run_1/placed.png
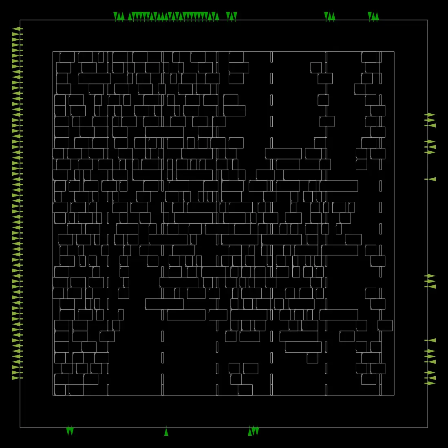
run_1/class_map.png
Scale: 3 px per um.
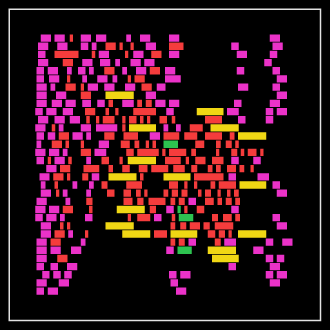
run_1/m3.png
Scale: 4 px per um.
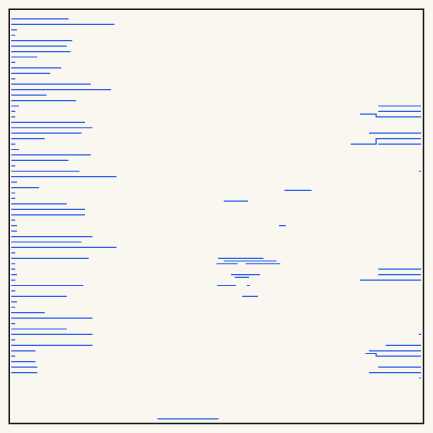
run_1/ff_map.png
Scale: 6 px per um. Other sequential cells in the stronger grey, the rest of the logic in the fainter grey.
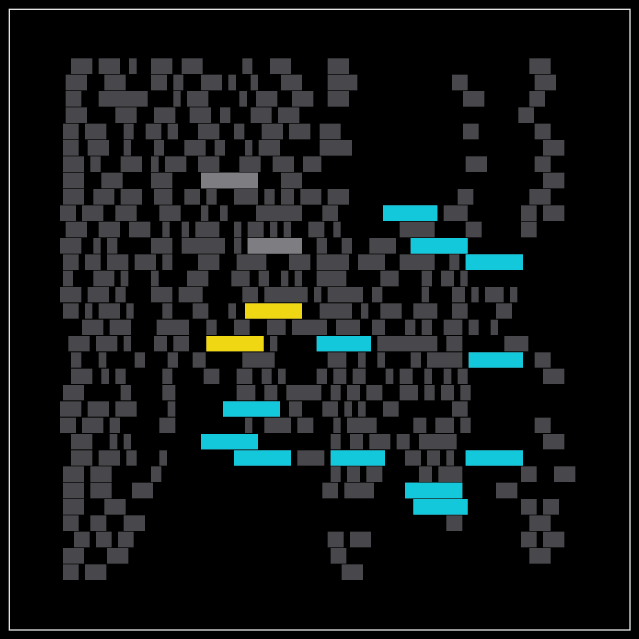
===== config.mk =====
export PLATFORM = sky130hd
export DESIGN_NAME = atahost_pio_arbiter
export DESIGN_NICKNAME = d
export VERILOG_FILES = /design/src/rtl/atahost_pio_arbiter.sv
export SDC_FILE = /design/constraint.sdc
export NUM_CORES = 1
export LEC_CHECK = 0
export ABC_CLOCK_PERIOD_IN_PS = 2300
export CELL_PAD_IN_SITES_DETAIL_PLACEMENT = 1
export CELL_PAD_IN_SITES_GLOBAL_PLACEMENT = 1
export CORE_MARGIN = 8
export CORE_UTILIZATION = 24
export DETAILED_ROUTE_END_ITERATION = 8
export GPL_TIMING_DRIVEN = 0
export PLACE_DENSITY = 0.86
export SYNTH_ARGS = -nofsm -noshare
export SYNTH_HDL_FRONTEND = slang
export SYNTH_SLANG_ARGS = --single-unit
export TNS_END_PERCENT = 10

===== constraint.sdc =====
create_clock -name wb_clk_i -period 2.3 [get_ports wb_clk_i]
set_clock_uncertainty 0.2 [all_clocks]
set_input_delay 0.46 -clock wb_clk_i [delete_from_list [all_inputs] [get_ports wb_clk_i]]
set_output_delay 0.46 -clock wb_clk_i [all_outputs]
set_load 0.02 [all_outputs]

===== src/rtl/atahost_pio_arbiter.sv =====
// Two-port round-robin arbiter in front of the ATA PIO timing controller.
// It supports an optional ownership lock and a watchdog for PIO cycles that are never acknowledged.
module atahost_pio_arbiter #(
    parameter int unsigned   CW    = 12,
    parameter logic [CW-1:0] TOUT  = CW'(4095),
    parameter logic [CW-1:0] LTOUT = CW'(255)
) (
    input  logic        wb_clk_i,
    input  logic        arst_signal,
    input  logic        rst,

    input  logic        req0,
    input  logic        we0,
    input  logic [3:0]  adr0,
    input  logic [15:0] dat0,
    input  logic        lock0,
    output logic        ack0,
    output logic        err0,
    output logic [15:0] q0,

    input  logic        req1,
    input  logic        we1,
    input  logic [3:0]  adr1,
    input  logic [15:0] dat1,
    input  logic        lock1,
    output logic        ack1,
    output logic        err1,
    output logic [15:0] q1,

    output logic        PIOreq,
    output logic        PIOwe,
    output logic [3:0]  PIOa,
    output logic [15:0] PIOd,
    input  logic        PIOack,
    input  logic [15:0] PIOq,

    output logic        busy,
    output logic        owner
);

    localparam logic [CW-1:0] TOUT_M1  = TOUT - CW'(1);
    localparam logic [CW-1:0] LTOUT_M1 = LTOUT - CW'(1);

    typedef enum logic [1:0] {
        S_IDLE = 2'd0,
        S_BUSY = 2'd1,
        S_DONE = 2'd2,
        S_LOCK = 2'd3
    } state_t;

    state_t        r_state;
    logic          r_grant;
    logic          r_last;
    logic [CW-1:0] r_cnt;

    logic          w_in_busy;
    logic          w_req_g;
    logic          w_lock_g;
    logic          w_win;
    logic          w_tout;
    logic          w_ltout;
    logic          w_ack;
    logic          w_err;
    logic [CW-1:0] w_cnt_inc;

    assign w_in_busy = (r_state == S_BUSY);
    assign w_req_g   = r_grant ? req1  : req0;
    assign w_lock_g  = r_grant ? lock1 : lock0;

    // When both ports request, the port that was not served last wins.
    assign w_win     = (req0 & req1) ? ~r_last : req1;

    assign w_tout    = (TOUT  != '0) && (r_cnt == TOUT_M1);
    assign w_ltout   = (LTOUT != '0) && (r_cnt == LTOUT_M1);
    assign w_cnt_inc = (r_cnt == '1) ? r_cnt : r_cnt + CW'(1);

    // If the ack and the timeout occur in the same cycle, the ack takes priority.
    assign w_ack     = w_in_busy & PIOack;
    assign w_err     = w_in_busy & ~PIOack & w_tout;

    assign ack0      = w_ack & ~r_grant;
    assign ack1      = w_ack &  r_grant;
    assign err0      = w_err & ~r_grant;
    assign err1      = w_err &  r_grant;
    assign q0        = PIOq;
    assign q1        = PIOq;

    // The PIO mux is forced to zero outside BUSY so the controller sees a quiet bus.
    assign PIOreq    = w_in_busy;
    assign PIOwe     = w_in_busy & (r_grant ? we1 : we0);
    assign PIOa      = w_in_busy ? (r_grant ? adr1 : adr0) : 4'h0;
    assign PIOd      = w_in_busy ? (r_grant ? dat1 : dat0) : 16'h0000;

    assign busy      = (r_state != S_IDLE);
    assign owner     = r_grant;

    // Arbitration, lock and watchdog state machine.
    always_ff @(posedge wb_clk_i or negedge arst_signal) begin
        if (!arst_signal) begin
            r_state <= S_IDLE;
            r_grant <= 1'b0;
            r_last  <= 1'b1;
            r_cnt   <= '0;
        end else if (rst) begin
            r_state <= S_IDLE;
            r_grant <= 1'b0;
            r_last  <= 1'b1;
            r_cnt   <= '0;
        end else begin
            case (r_state)
                S_IDLE: begin
                    if (req0 | req1) begin
                        r_grant <= w_win;
                        r_cnt   <= '0;
                        r_state <= S_BUSY;
                    end
                end
                S_BUSY: begin
                    r_cnt <= w_cnt_inc;
                    if (PIOack || w_tout) begin
                        r_last  <= r_grant;
                        r_state <= S_DONE;
                    end
                end
                S_DONE: begin
                    r_cnt   <= '0;
                    r_state <= w_lock_g ? S_LOCK : S_IDLE;
                end
                S_LOCK: begin
                    if (w_req_g) begin
                        r_cnt   <= '0;
                        r_state <= S_BUSY;
                    end else if (!w_lock_g || w_ltout) begin
                        r_state <= S_IDLE;
                    end else begin
                        r_cnt <= w_cnt_inc;
                    end
                end
                default: r_state <= S_IDLE;
            endcase
        end
    end

endmodule


==> results.cfg, run 1 <==
; yosys + openroad results
[routing]
first_iter_violations = 65
route.met2.wl_um = 3840
top_layer = met4
vias_per_cell = 4.81
wirelength_um = 7480
firstDrtPassIters = 4

[final_timing]
setup_viol = 1
slew_headroom_pct = 48.9
period_needed_ns = 2.32
fin_tns_setup_ns = -0.0211
hold_violations = 0
timing.fmax_mhz = 431
setup_ws_ns = -0.0211

[logic_synthesis]
synth_flops = 16
syn-num-nets = 283
yosys_warnings = 0
synth-edff-count = 0
ys_sh_xor_pct = 0
yosysCellCount = 215
top_logic_kind = simple AND/OR/NAND/NOR gates
synth.cellmix.compoundShare_pct = 21.6
top_cell = buf_4
syn-instance-count = 215
ys_async_sr_fraction_pct = 100
synthesis.area_mm2 = 0.00183
postSynthSeqShare_pct = 22.0

[power_and_ir_drop]
p_clk_share_pct = 20.0
cellPowerDensity_mw_per_mm2 = 370
power-top-group = combinational cells
total_power_w = 0.00117
sw_frac_of_total_pct = 38.7
seq_cell_power_w = 0.000320
combinationalPowerShare_pct = 52.7
p_seq_share_pct = 27.4
power_clock_w = 0.000233

[worst_hold_path]
min_to = r_cnt[3]$_DFFE_PN0P_
min_from = r_cnt[3]$_DFFE_PN0P_
hold_depth = 1

[clock_tree]
clk_path_buf_depth = 2
numCtsBuffers = 3
cts-root-buf = clkbuf_8
cts-resized-gates = 63
clock-sinks = 16
clkLatencyLatePin_ns = 0.26
clkTransAtPathRegs_ns = 0.07

[worst_setup_path]
cpPeakStageDelay_ns = 0.40
rr_worst_depth = 6
crit_slowest_cell = dfrtp_2
critPathCaptureType = output pin
worst_r2r_endpoint = r_cnt[2]$_DFFE_PN0P_
r2r_start = r_cnt[5]$_DFFE_PN0P_
critPathMaxFanout = 4
crit_cells = 6
path_delay_family = simple AND/OR/NAND/NOR gates
crit_type = flop to output pin

[die]
fp_util_pct = 24.3
dieArea_mm2 = 0.0107
nWellTaps = 102
chipWidth_um = 103

[layout]
largest_class = non-clock buffers
largest_reg_flops = 12
nets = 407
regArea_um2 = 413
logic_gate_count = 147
most-common-layout-cells = clkdlybuf4s50_1, buf_4, nor2_1
bufAreaShareNonClock_pct = 44.8
n_all_buffers = 164
area_delta_synth_final_pct = 73.0
max_flop_register = r_cnt

[global_route]
grt_usage_pct = 13.4
grt_pass1_wl_um = 11300
use_met3_pct = 5.62
grt.busiest_layer = met2
gr-usage-met1_pct = 14.0
use_met2_pct = 24.5

[job]
maxCapViolations = 0
tool_warnings = 29

[placement]
port_buffers = 108
routabilityCongestion = 0.830

[status]
violations = setup timing
outcome = finished, violations left
Notes on placed.png above:
Final Util: 42.0%
Filler cells: 916
core footprint: 0.00753 mm^2

Notes on class_map.png above:
- registers: yellow (cells 16; share of their area 14%)
- remaining buffers and delay cells: magenta (cells 164; share of their area 47%)
- clock drivers and dummy loads: green (cells 4; share of their area 1.5%)
- remaining logic cells: red (cells 154; share of their area 38%)
sequential share of cell area: 13.1%
Finished Cell Area: 0.00316 mm^2

Notes on m3.png above:
- main direction: horizontal
- nets with wire on the layer: 93
- longest straight run: 26.0 um
- wire length on this layer: 875 um

Notes on ff_map.png above:
- `r_state`: yellow (flops 2)
- `r_cnt`: cyan (flops 12)

[run 1: worst reg2reg max path, stage by stage, from the launching register on]
cell	delay, ns
dfrtp_2	0.44
buf_4	0.16
and3_1	0.22
and4_4	0.22
o21a_4	0.26
nor2_1	0.41
a21oi_1	0.14
[run 1: logic make-up after synthesis]
kind of cell / Yosys count
and+or+nand+nor: 78
DFF: 16
buffers and inverters: 52
adders and majority gates: 2
AOI/OAI and AO/OA: 44
muxes: 23
[run 1: per-stage QoR]
| step | setup WS, ns | hold slack [ns] |
|---|---|---|
| 4_1_cts | -0.0846 | 0.353 |
| 2_1_floorplan | 0.0181 | -0.0356 |
| 6_report | -0.0211 | 0.340 |
| 3_3_place_gp | -0.468 | 0.311 |
| 3_5_place_dp | -0.489 | 0.327 |
| 5_1_grt | -0.0988 | 0.361 |
==> run 1 -> run 2 <==
Settings changed: CELL_PAD_IN_SITES_GLOBAL_PLACEMENT 1 to 2, CORE_UTILIZATION 24 to 18, SKIP_CTS_REPAIR_TIMING set to 1.
==> run 2 against run 1 <==
  * The flow still finishes with violations (setup timing)
  * Die size is 28% higher
  * Area after synthesis stayed put
  * Sequential power is 2% lower
  * Sequential share of layout area is 0.42 points lower
  * Non-clock buffer count is 8 lower
  * Power is 1.2% higher
==> results.cfg, run 2 <==
; yosys + openroad results
[global_route]
grt_pass1_wl_um = 11300
grt_usage_pct = 10.5

[clock_tree]
clkLatencyLatePin_ns = 0.26
cts-root-buf = clkbuf_8

[logic_synthesis]
synth-edff-count = 0
syn-instance-count = 215
ys_async_sr_fraction_pct = 100
ys_sh_xor_pct = 0
yosysCellCount = 215
synth.cellmix.compoundShare_pct = 21.6

[final_timing]
setup_viol = 2
slew_headroom_pct = 48.5
period_needed_ns = 2.39
timing.fmax_mhz = 419
setup_ws_ns = -0.0891

[job]
maxCapViolations = 0
tool_warnings = 28

[worst_hold_path]
min_from = rst
min_to = owner$_DFFE_PN0P_

[die]
dieArea_mm2 = 0.0136
fp_util_pct = 18.6

[power_and_ir_drop]
power-top-group = combinational cells
sw_frac_of_total_pct = 38.0
combinationalPowerShare_pct = 53.5
p_seq_share_pct = 26.6

[status]
outcome = finished, violations left
violations = setup timing

[routing]
route.met2.wl_um = 3660

[worst_setup_path]
crit_slowest_cell = dfrtp_1
critPathMaxFanout = 8
path_delay_family = simple AND/OR/NAND/NOR gates
critPathCaptureType = output pin
worst_r2r_endpoint = r_cnt[11]$_DFFE_PN0P_

[layout]
nets = 399
final_area_mm2 = 0.00322

[placement]
routabilityCongestion = 0.788
pre_cts_slack_ns = -0.457
[run 2: cell type report]
class | count | area (um^2) | share of cell area [%]
multi-input combinational | 147 | 1110 | 34.4
timing repair buffer | 112 | 1120 | 34.9
sequential | 16 | 408 | 12.7
buffer | 44 | 344 | 10.7
clock buffer | 4 | 45.0 | 1.40
inverter | 7 | 26.3 | 0.815
tap | 133 | 166 | 5.16
[run 2: how the worst max path moves through the flow]
| stage | depth (start not counted) | to |
|---|---|---|
| 2_1_floorplan | 3 | err0 |
| 3_3_place_gp | 5 | err1 |
| 3_5_place_dp | 5 | err1 |
| 4_1_cts | 5 | err1 |
| 5_1_grt | 6 | err1 |
| 6_report | 6 | err1 |
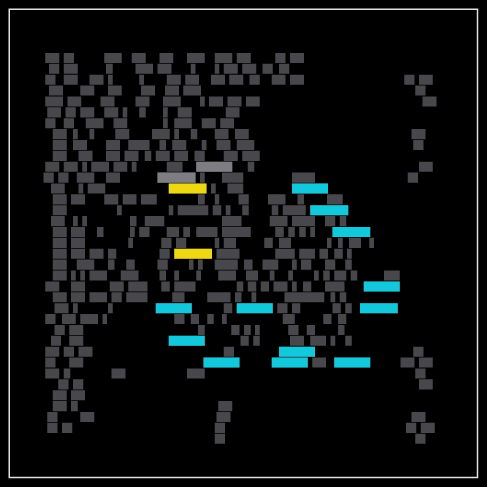
run_2/ff_map.png
Scale: 4 px per um. Other sequential cells in the stronger grey, the rest of the logic in the fainter grey.
- `r_cnt`: cyan (flops 12)
- `r_state`: yellow (flops 2)
- not coloured: 2
sequential share of cell area: 12.7%
Final Util: 32.8%
Reg area: 408 um^2
sequential power: 0.000314 W

==> run 2 -> run 3 <==
Settings changed: GPL_ROUTABILITY_DRIVEN set to 0.
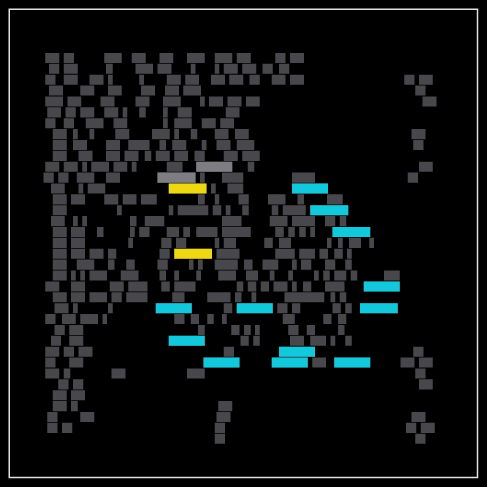
run_3/ff_map.png
Scale: 4 px per um. Other sequential cells in the stronger grey, the rest of the logic in the fainter grey.
- `r_cnt`: cyan (flops 12)
- `r_state`: yellow (flops 2)

==> run 3 against run 2 <==
  * The flow still finishes with violations (setup timing)
  * Sequential share of layout area stayed put
  * Non-clock buffer count unchanged
  * Largest cell class unchanged
  * Highest routed layer unchanged
  * Global-route usage unchanged
  * Count of clock-buffer cells in the layout stayed put
  * Area after synthesis stayed put
  * Critical path depth unchanged
  * Final cell count unchanged
  * Worst setup slack did not move
  * Design area unchanged
  * Critical endpoint unchanged
  * Sequential power is essentially flat
==> results.cfg, run 3 <==
; yosys + openroad results
[die]
fp_util_pct = 18.6
die_h_um = 117
core_area_mm2 = 0.00982
chipWidth_um = 117
dieArea_mm2 = 0.0136

[final_timing]
slew_headroom_pct = 48.5
period_needed_ns = 2.39
hold_violations = 0
setup_viol = 2
setup_ws_ns = -0.0891
timing.fmax_mhz = 419
timing.hold.ws_ns = 0.352
fin_tns_setup_ns = -0.167

[power_and_ir_drop]
total_power_w = 0.00118
cellPowerDensity_mw_per_mm2 = 367

[worst_setup_path]
critPathMaxFanout = 8
endpoint = err1
crit_slowest_cell = dfrtp_1
cpPeakStageDelay_ns = 0.34
rr_worst_depth = 6
crit_cells = 6
regToRegSetupSlack_ns = 0.20
worst_r2r_endpoint = r_cnt[11]$_DFFE_PN0P_
critPathCaptureType = output pin
crit_type = flop to output pin
cp_num_buf_inv = 2
path_delay_family = simple AND/OR/NAND/NOR gates
r2r_start = r_cnt[1]$_DFFE_PN0P_

[layout]
most-common-layout-cells = clkdlybuf4s50_1, buf_4, nor2_1
area_delta_synth_final_pct = 76.6
final_util_pct = 32.8
nets = 399
largest_reg_flops = 12
final_area_mm2 = 0.00322
max_flop_register = r_cnt

[logic_synthesis]
synth-edff-count = 0
yosysCellCount = 215
syn-instance-count = 215
top_cells_by_count = buf_4, nor2_1, mux2i_1
ys_async_sr_fraction_pct = 100
synth_flops = 16
postSynthSeqShare_pct = 22.0
yosys-stat-area_mm2 = 0.00183
yosys_warnings = 0
synthesis.area_mm2 = 0.00183
synth.cellmix.compoundShare_pct = 21.6
ff_type = dfrtp_1
top_logic_kind = simple AND/OR/NAND/NOR gates
top_cell = buf_4
ys_sh_xor_pct = 0
syn-num-nets = 283

[placement]
pre_cts_slack_ns = -0.457
port_buffers = 108
dp_cells = 456

[worst_hold_path]
min_from = rst
hold_depth = 2
min_to = owner$_DFFE_PN0P_

[clock_tree]
numCtsBuffers = 3
clkTransAtPathRegs_ns = 0.07
clkLatencyLatePin_ns = 0.26
clock-sinks = 16
clk_path_buf_depth = 2
cts-root-buf = clkbuf_8

[routing]
ant_nets = 0
first_iter_violations = 60
firstDrtPassIters = 5
route.met2.wl_um = 3660
vias_per_cell = 4.47
top_layer = met4
wirelength_um = 7420

[job]
maxCapViolations = 0
tool_warnings = 28

[global_route]
grt.busiest_layer = met2
grt_usage_pct = 10.5
grt_pass1_wl_um = 11300
use_met2_pct = 17.6
use_met3_pct = 7.03
gr-usage-met1_pct = 10.8

[status]
outcome = finished, violations left
violations = setup timing
[run 3: logic make-up after synthesis]
group | Yosys count
DFF | 16
buffers and inverters | 52
adders and majority gates | 2
muxes | 23
AOI/OAI and AO/OA | 44
and+or+nand+nor | 78
[run 3: power breakdown]
part	total, W	leakage [nW]	internal (W)	switching, W
logic	0.000632	1.31	0.000315	0.000317
registers	0.000314	0.209	0.000295	0.0000195
clock network	0.000236	0.0228	0.000123	0.000113
[run 3: final cells by class]
class                   count  area (um^2)
plain buffers              44          344
clock buffers               4         45.0
fillers                  1209         6600
inverters                   7         26.3
multi-input cells         147         1110
flip-flops and latches     16          408
well taps                 133          166
repair buffers            112         1120
Power and IR drop assume default switching activity.
